Figure 1. Drive-strength map.
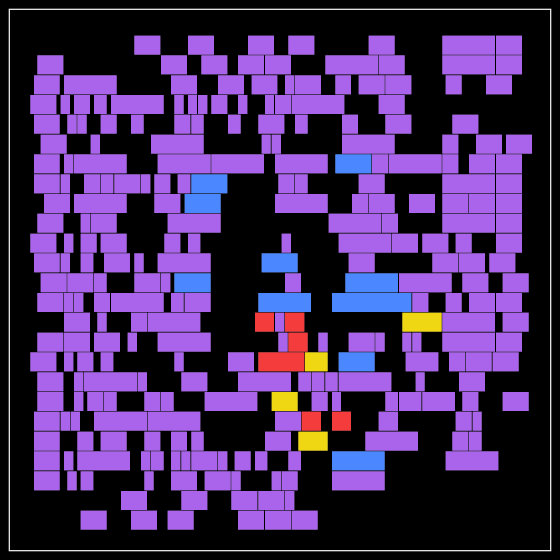
Figure 2. Congestion heat map.
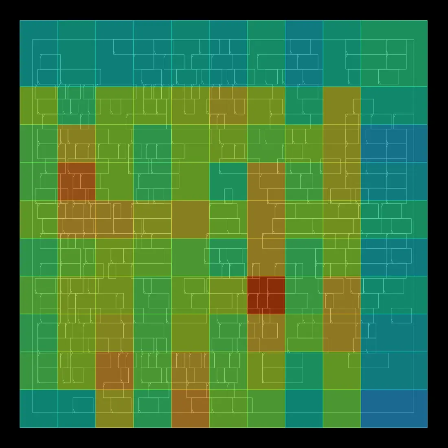
Figure 3. Signal wires on met2.
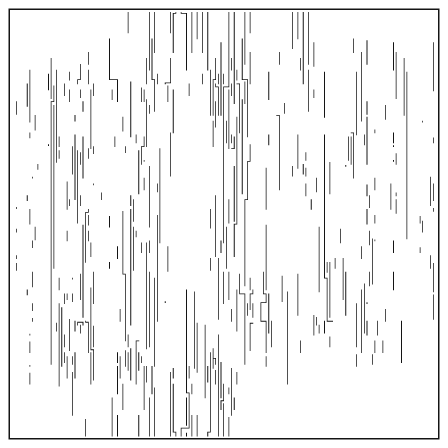
Figure 4. Local utilization.
Bar = 20 um. The die is cut into 7 by 7 equal tiles; dark blue is low, red is high, 0 to 100% covered.
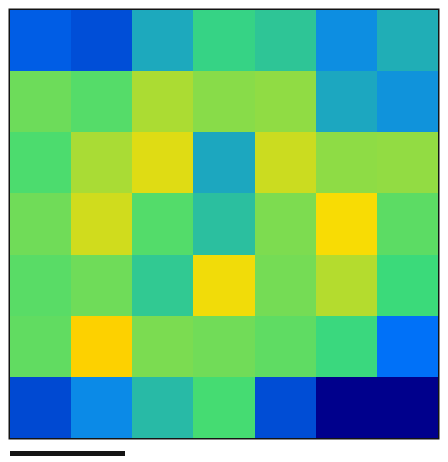
<file path="src/rtl/alu_scheduler_if.sv">
// ============================================================================
//  Module      : alu_scheduler_if
//  Description : Handshake and data bundle between two command requesters,
//                the alu_scheduler, a shared registered ALU and the response
//                consumer. Member names carry the direction as seen from the
//                scheduler (i_ = into the scheduler, o_ = out of it).
//  Modports    : slave  - scheduler side
//                master - environment side (requesters, ALU, response sink)
//  Parameters  : N opcode width, M operand width, K result width
//  Revision    : 1.0  initial release
// ============================================================================
`default_nettype none

interface alu_scheduler_if #(
    parameter int N = 4,
    parameter int M = 8,
    parameter int K = 8
);
    // requester 0
    logic         i_req0_valid;
    logic         o_req0_ready;
    logic [N-1:0] i_req0_op;
    logic [M-1:0] i_req0_a;
    logic [M-1:0] i_req0_b;
    // requester 1
    logic         i_req1_valid;
    logic         o_req1_ready;
    logic [N-1:0] i_req1_op;
    logic [M-1:0] i_req1_a;
    logic [M-1:0] i_req1_b;
    // shared ALU
    logic [N-1:0] o_alu_op;
    logic [M-1:0] o_alu_a;
    logic [M-1:0] o_alu_b;
    logic [K-1:0] i_alu_result;
    logic [3:0]   i_alu_status;
    // response
    logic         o_rsp_valid;
    logic         o_rsp_id;
    logic [K-1:0] o_rsp_result;
    logic [3:0]   o_rsp_status;
    logic         i_rsp_ready;

    modport slave (
        input  i_req0_valid, i_req0_op, i_req0_a, i_req0_b,
        input  i_req1_valid, i_req1_op, i_req1_a, i_req1_b,
        input  i_alu_result, i_alu_status, i_rsp_ready,
        output o_req0_ready, o_req1_ready,
        output o_alu_op, o_alu_a, o_alu_b,
        output o_rsp_valid, o_rsp_id, o_rsp_result, o_rsp_status
    );

    modport master (
        output i_req0_valid, i_req0_op, i_req0_a, i_req0_b,
        output i_req1_valid, i_req1_op, i_req1_a, i_req1_b,
        output i_alu_result, i_alu_status, i_rsp_ready,
        input  o_req0_ready, o_req1_ready,
        input  o_alu_op, o_alu_a, o_alu_b,
        input  o_rsp_valid, o_rsp_id, o_rsp_result, o_rsp_status
    );
endinterface

`default_nettype wire

</file>
<file path="src/rtl/alu_scheduler.sv">
// ============================================================================
//  Module      : alu_scheduler
//  Description : Round-robin arbiter between two requesters sharing one
//                registered (1-cycle latency) ALU. One command in flight:
//                IDLE -> ISSUE -> WAIT -> RESP -> IDLE.
//  Ports       : i_clk   - clock, rising edge
//                i_reset - synchronous, active-low reset
//                bus     - alu_scheduler_if.slave (requests, ALU, response)
//  Parameters  : N opcode width, M operand width, K result width
//  Macros      : ALU_SCHED_OPCHECK_EN - when defined, commands with
//                op[N-1]=1 bypass the ALU and answer result 0 / status 4'hF
//                straight from IDLE to RESP.
//  Revision    : 1.0  initial release
// ============================================================================
`default_nettype none

module alu_scheduler #(
    parameter int N = 4,
    parameter int M = 8,
    parameter int K = 8
) (
    input  wire logic           i_clk,
    input  wire logic           i_reset,
    alu_scheduler_if.slave      bus
);

    typedef enum logic [1:0] {
        S_IDLE  = 2'd0,
        S_ISSUE = 2'd1,
        S_WAIT  = 2'd2,
        S_RESP  = 2'd3
    } state_t;

    state_t       r_state;
    logic         r_last;        // id of the last granted requester
    logic [N-1:0] r_alu_op;
    logic [M-1:0] r_alu_a;
    logic [M-1:0] r_alu_b;
    logic         r_rsp_valid;
    logic         r_rsp_id;
    logic [K-1:0] r_rsp_result;
    logic [3:0]   r_rsp_status;

    logic         w_idle_ok;
    logic         w_gnt0;
    logic         w_gnt1;
    logic         w_accept;
    logic [N-1:0] w_acc_op;
    logic [M-1:0] w_acc_a;
    logic [M-1:0] w_acc_b;

    // Readiness is offered only in IDLE and never while reset is held.
    // On a tie the requester that was not granted last wins.
    assign w_idle_ok = (r_state == S_IDLE) && i_reset;
    assign w_gnt0    = bus.i_req0_valid && (!bus.i_req1_valid ||  r_last);
    assign w_gnt1    = bus.i_req1_valid && (!bus.i_req0_valid || !r_last);
    assign w_accept  = w_idle_ok && (w_gnt0 || w_gnt1);

    assign w_acc_op  = w_gnt1 ? bus.i_req1_op : bus.i_req0_op;
    assign w_acc_a   = w_gnt1 ? bus.i_req1_a  : bus.i_req0_a;
    assign w_acc_b   = w_gnt1 ? bus.i_req1_b  : bus.i_req0_b;

    assign bus.o_req0_ready = w_idle_ok && w_gnt0;
    assign bus.o_req1_ready = w_idle_ok && w_gnt1;

    assign bus.o_alu_op     = r_alu_op;
    assign bus.o_alu_a      = r_alu_a;
    assign bus.o_alu_b      = r_alu_b;
    assign bus.o_rsp_valid  = r_rsp_valid;
    assign bus.o_rsp_id     = r_rsp_id;
    assign bus.o_rsp_result = r_rsp_result;
    assign bus.o_rsp_status = r_rsp_status;

    always_ff @(posedge i_clk) begin
        if (!i_reset) begin
            r_state      <= S_IDLE;
            r_last       <= 1'b1;    // makes req0 win the first tie
            r_alu_op     <= '0;
            r_alu_a      <= '0;
            r_alu_b      <= '0;
            r_rsp_valid  <= 1'b0;
            r_rsp_id     <= 1'b0;
            r_rsp_result <= '0;
            r_rsp_status <= 4'h0;
        end else begin
            case (r_state)
                S_IDLE: begin
                    if (w_accept) begin
                        r_last   <= w_gnt1;
                        r_rsp_id <= w_gnt1;
`ifdef ALU_SCHED_OPCHECK_EN
                        if (w_acc_op[N-1]) begin
                            // Unimplemented group: answer locally, ALU
                            // inputs keep the previous command.
                            r_rsp_result <= '0;
                            r_rsp_status <= 4'hF;
                            r_rsp_valid  <= 1'b1;
                            r_state      <= S_RESP;
                        end else begin
                            r_alu_op <= w_acc_op;
                            r_alu_a  <= w_acc_a;
                            r_alu_b  <= w_acc_b;
                            r_state  <= S_ISSUE;
                        end
`else
                        r_alu_op <= w_acc_op;
                        r_alu_a  <= w_acc_a;
                        r_alu_b  <= w_acc_b;
                        r_state  <= S_ISSUE;
`endif
                    end
                end
                S_ISSUE: begin
                    // ALU samples the operands on this edge
                    r_state <= S_WAIT;
                end
                S_WAIT: begin
                    r_rsp_result <= bus.i_alu_result;
                    r_rsp_status <= bus.i_alu_status;
                    r_rsp_valid  <= 1'b1;
                    r_state      <= S_RESP;
                end
                S_RESP: begin
                    if (bus.i_rsp_ready) begin
                        r_rsp_valid <= 1'b0;
                        r_state     <= S_IDLE;
                    end
                end
                default: r_state <= S_IDLE;
            endcase
        end
    end

endmodule

`default_nettype wire

</file>
<file path="src/flat_wrapper.sv">
// flat-port wrapper written by rule: the top's interface ports become plain ports
module alu_scheduler_flat 
#(
    parameter int N = 4,
    parameter int M = 8,
    parameter int K = 8
)
  (i_clk, i_reset, bus_i_req0_valid, bus_i_req0_op, bus_i_req0_a, bus_i_req0_b, bus_i_req1_valid, bus_i_req1_op, bus_i_req1_a, bus_i_req1_b, bus_i_alu_result, bus_i_alu_status, bus_i_rsp_ready, bus_o_req0_ready, bus_o_req1_ready, bus_o_alu_op, bus_o_alu_a, bus_o_alu_b, bus_o_rsp_valid, bus_o_rsp_id, bus_o_rsp_result, bus_o_rsp_status);
  alu_scheduler_if #(.N(N), .M(M), .K(K)) bus_i ();
  input  wire logic i_clk;
  input  wire logic i_reset;
  input wire logic [$bits(bus_i.i_req0_valid)-1:0] bus_i_req0_valid;
  input wire logic [$bits(bus_i.i_req0_op)-1:0] bus_i_req0_op;
  input wire logic [$bits(bus_i.i_req0_a)-1:0] bus_i_req0_a;
  input wire logic [$bits(bus_i.i_req0_b)-1:0] bus_i_req0_b;
  input wire logic [$bits(bus_i.i_req1_valid)-1:0] bus_i_req1_valid;
  input wire logic [$bits(bus_i.i_req1_op)-1:0] bus_i_req1_op;
  input wire logic [$bits(bus_i.i_req1_a)-1:0] bus_i_req1_a;
  input wire logic [$bits(bus_i.i_req1_b)-1:0] bus_i_req1_b;
  input wire logic [$bits(bus_i.i_alu_result)-1:0] bus_i_alu_result;
  input wire logic [$bits(bus_i.i_alu_status)-1:0] bus_i_alu_status;
  input wire logic [$bits(bus_i.i_rsp_ready)-1:0] bus_i_rsp_ready;
  output wire logic [$bits(bus_i.o_req0_ready)-1:0] bus_o_req0_ready;
  output wire logic [$bits(bus_i.o_req1_ready)-1:0] bus_o_req1_ready;
  output wire logic [$bits(bus_i.o_alu_op)-1:0] bus_o_alu_op;
  output wire logic [$bits(bus_i.o_alu_a)-1:0] bus_o_alu_a;
  output wire logic [$bits(bus_i.o_alu_b)-1:0] bus_o_alu_b;
  output wire logic [$bits(bus_i.o_rsp_valid)-1:0] bus_o_rsp_valid;
  output wire logic [$bits(bus_i.o_rsp_id)-1:0] bus_o_rsp_id;
  output wire logic [$bits(bus_i.o_rsp_result)-1:0] bus_o_rsp_result;
  output wire logic [$bits(bus_i.o_rsp_status)-1:0] bus_o_rsp_status;
  assign bus_i.i_req0_valid = bus_i_req0_valid;
  assign bus_i.i_req0_op = bus_i_req0_op;
  assign bus_i.i_req0_a = bus_i_req0_a;
  assign bus_i.i_req0_b = bus_i_req0_b;
  assign bus_i.i_req1_valid = bus_i_req1_valid;
  assign bus_i.i_req1_op = bus_i_req1_op;
  assign bus_i.i_req1_a = bus_i_req1_a;
  assign bus_i.i_req1_b = bus_i_req1_b;
  assign bus_i.i_alu_result = bus_i_alu_result;
  assign bus_i.i_alu_status = bus_i_alu_status;
  assign bus_i.i_rsp_ready = bus_i_rsp_ready;
  assign bus_o_req0_ready = bus_i.o_req0_ready;
  assign bus_o_req1_ready = bus_i.o_req1_ready;
  assign bus_o_alu_op = bus_i.o_alu_op;
  assign bus_o_alu_a = bus_i.o_alu_a;
  assign bus_o_alu_b = bus_i.o_alu_b;
  assign bus_o_rsp_valid = bus_i.o_rsp_valid;
  assign bus_o_rsp_id = bus_i.o_rsp_id;
  assign bus_o_rsp_result = bus_i.o_rsp_result;
  assign bus_o_rsp_status = bus_i.o_rsp_status;
  alu_scheduler #(.N(N), .M(M), .K(K)) u_core (.i_clk(i_clk), .i_reset(i_reset), .bus(bus_i));
endmodule
</file>
<file path="config.mk">
export PLATFORM = sky130hd
export DESIGN_NAME = alu_scheduler_flat
export DESIGN_NICKNAME = d
export VERILOG_FILES = /design/src/rtl/alu_scheduler_if.sv /design/src/rtl/alu_scheduler.sv /design/src/flat_wrapper.sv
export SDC_FILE = /design/constraint.sdc
export NUM_CORES = 1
export LEC_CHECK = 0
export CORE_MARGIN = 2
export CORE_UTILIZATION = 33
export DETAILED_ROUTE_END_ITERATION = 6
export GPL_ROUTABILITY_DRIVEN = 0
export PLACE_DENSITY_LB_ADDON = 0.2
export SYNTH_ARGS = -nofsm -noshare
export SYNTH_HDL_FRONTEND = slang
export SYNTH_SLANG_ARGS = --single-unit
</file>
<file path="constraint.sdc">
create_clock -name i_clk -period 1.85 [get_ports i_clk]
set_input_delay 0.2775 -clock i_clk [delete_from_list [all_inputs] [get_ports i_clk]]
set_output_delay 0.2775 -clock i_clk [all_outputs]
set_load 0.05 [all_outputs]
</file>
==> flow_summary.yaml <==
# physical design summary
route:
  vias: 1548
  firstDrtPassIters: 4
  wl_met3_um: 420
  wl_met2_mm: 1.81
  top_layer: "met4"
power:
  power.leakage_nw: 1.02
  internal_power_mw: 2.08
  p_clk_frac: 0.202
  clk-power_mw: 0.703
  powerDensity_nw_per_um2: 1280
  pwr-share-seq: 0.315
  switchingPower_mw: 1.39
  peakVddDrop_mv: 0.604
  power.total_mw: 3.47
  switching_share: 0.400
flow_run:
  warnings: 28
worst_setup_path:
  reg2reg_from: "u_core.r_state[0]$_SDFFE_PN0P_"
  reg2reg_to: "u_core.bus.o_rsp_status[3]$_SDFFE_PN0P_"
  critPathRequiredTime_ns: 1.57
  critPathMaxFanout: 2
  cp-end-kind: "output port"
  cp_slowest_stage_delay_ns: 0.82
  cp_top_family: "buffers and inverters"
  critPathBufInv: 1
  cp-endpoint: "bus_o_alu_op[2]"
  crit_start: "u_core.bus.o_alu_op[2]$_SDFFE_PN0P_"
  cp-start-kind: "register"
  r2r_slack_ns: 0.32
  cpMaxStageDelayCell: "clkdlybuf4s50_1"
  cp_cell_sequence: "clkdlybuf4s50_1"
placed_design:
  dp_hpwl_mm: 2.90
  pre_cts_ws_ns: 0.121
die:
  num_tap_cells: 67
  ios: 93
  die_w_um: 74.2
  core_area_um2: 4720
global_route:
  grt_pass1_wl_mm: 6.18
  grt_pass1_vias: 1492
  grt-ovfl-total: 0
  busiest_layer: "met2"
synth:
  ys_seq_elements: 37
  largest_area_cell: "dfxtp_1"
  yosys_most_used_dff: "dfxtp_1"
  adder_share: 0.0231
  synth_top_cell_by_count: "nand2_1"
  ys_seq_share: 0.456
  synth_top_area_share: 0.456
  fp_nets: 245
  syn_avg_cell_area_um2: 8.79
  synth_cells: 185
  synth_stat.cells: 185
  synthTopCellsByCount: "nand2_1 (45), dfxtp_1 (37), a31oi_1 (20)"
  synthArstFlopShare: 0
  synth-edff-count: 0
  area_leaders: "dfxtp_1 (46%), nand2_1 (10%), mux2i_1 (8.0%)"
finish:
  num-nonclk-buffers: 98
  mi_logic_area_um2: 767
  clkbuf_count: 7
  seqCellArea_um2: 741
  nets: 336
  area_growth_pct: 67.2
  seq-cell-share: 0.273
  fillers: 465
  final_util: 0.575
sta:
  final_hold_viol_count: 0
  finalSetupTns_ns: 0
  hold_ws_ns: 0.487
  setup_violations: 0
  period_used_share: 0.932
  fin_ws_ns: 0.125
  timing.fmax_ghz: 0.580
  rsz0062_at_grt: "no"
cts:
  cts_buffers: 5
  clk_pin_slew_ns: 0.07
  clock_sinks: 37
  cts.path.max_buffers: 2
hold_path:
  hold_start: "u_core.bus.o_rsp_id$_SDFFE_PN0P_"
  hold_path_end: "u_core.bus.o_rsp_id$_SDFFE_PN0P_"
  hold-path-cell-count: 2
status:
  status: "finished, final reports clean"
Back to the opening pictures, Figure 1:
- purple: x1 and smaller (cells 257; share 93%)
- blue: x6 and larger (cells 10; share 3.6%)
- yellow: x2 (cells 4; share 1.4%)
- red: x3 and x4 (cells 6; share 2.2%)

Back to the opening pictures, Figure 2:
wire per inst: 11.5 um
M3 GR Usage: 0.0678
GR met1 Demand/Resource: 0.159
Tot GR Track Use: 0.144
routing usage on met2: 0.245

Back to the opening pictures, Figure 3:
- wire length on this layer: 1,810 um
- main direction: vertical
- longest straight run: 45.6 um
- share of all routed wire: 46%

Back to the opening pictures, Figure 4:
- emptiest ninth of the die: south-east
- fullest tile: 76%
- tiles over 75% full: 2.0%
- mean over tiles: 48%
- nearly empty tiles: 4.1%

Power figures rest on the tool's default switching activity, not on a simulated workload.
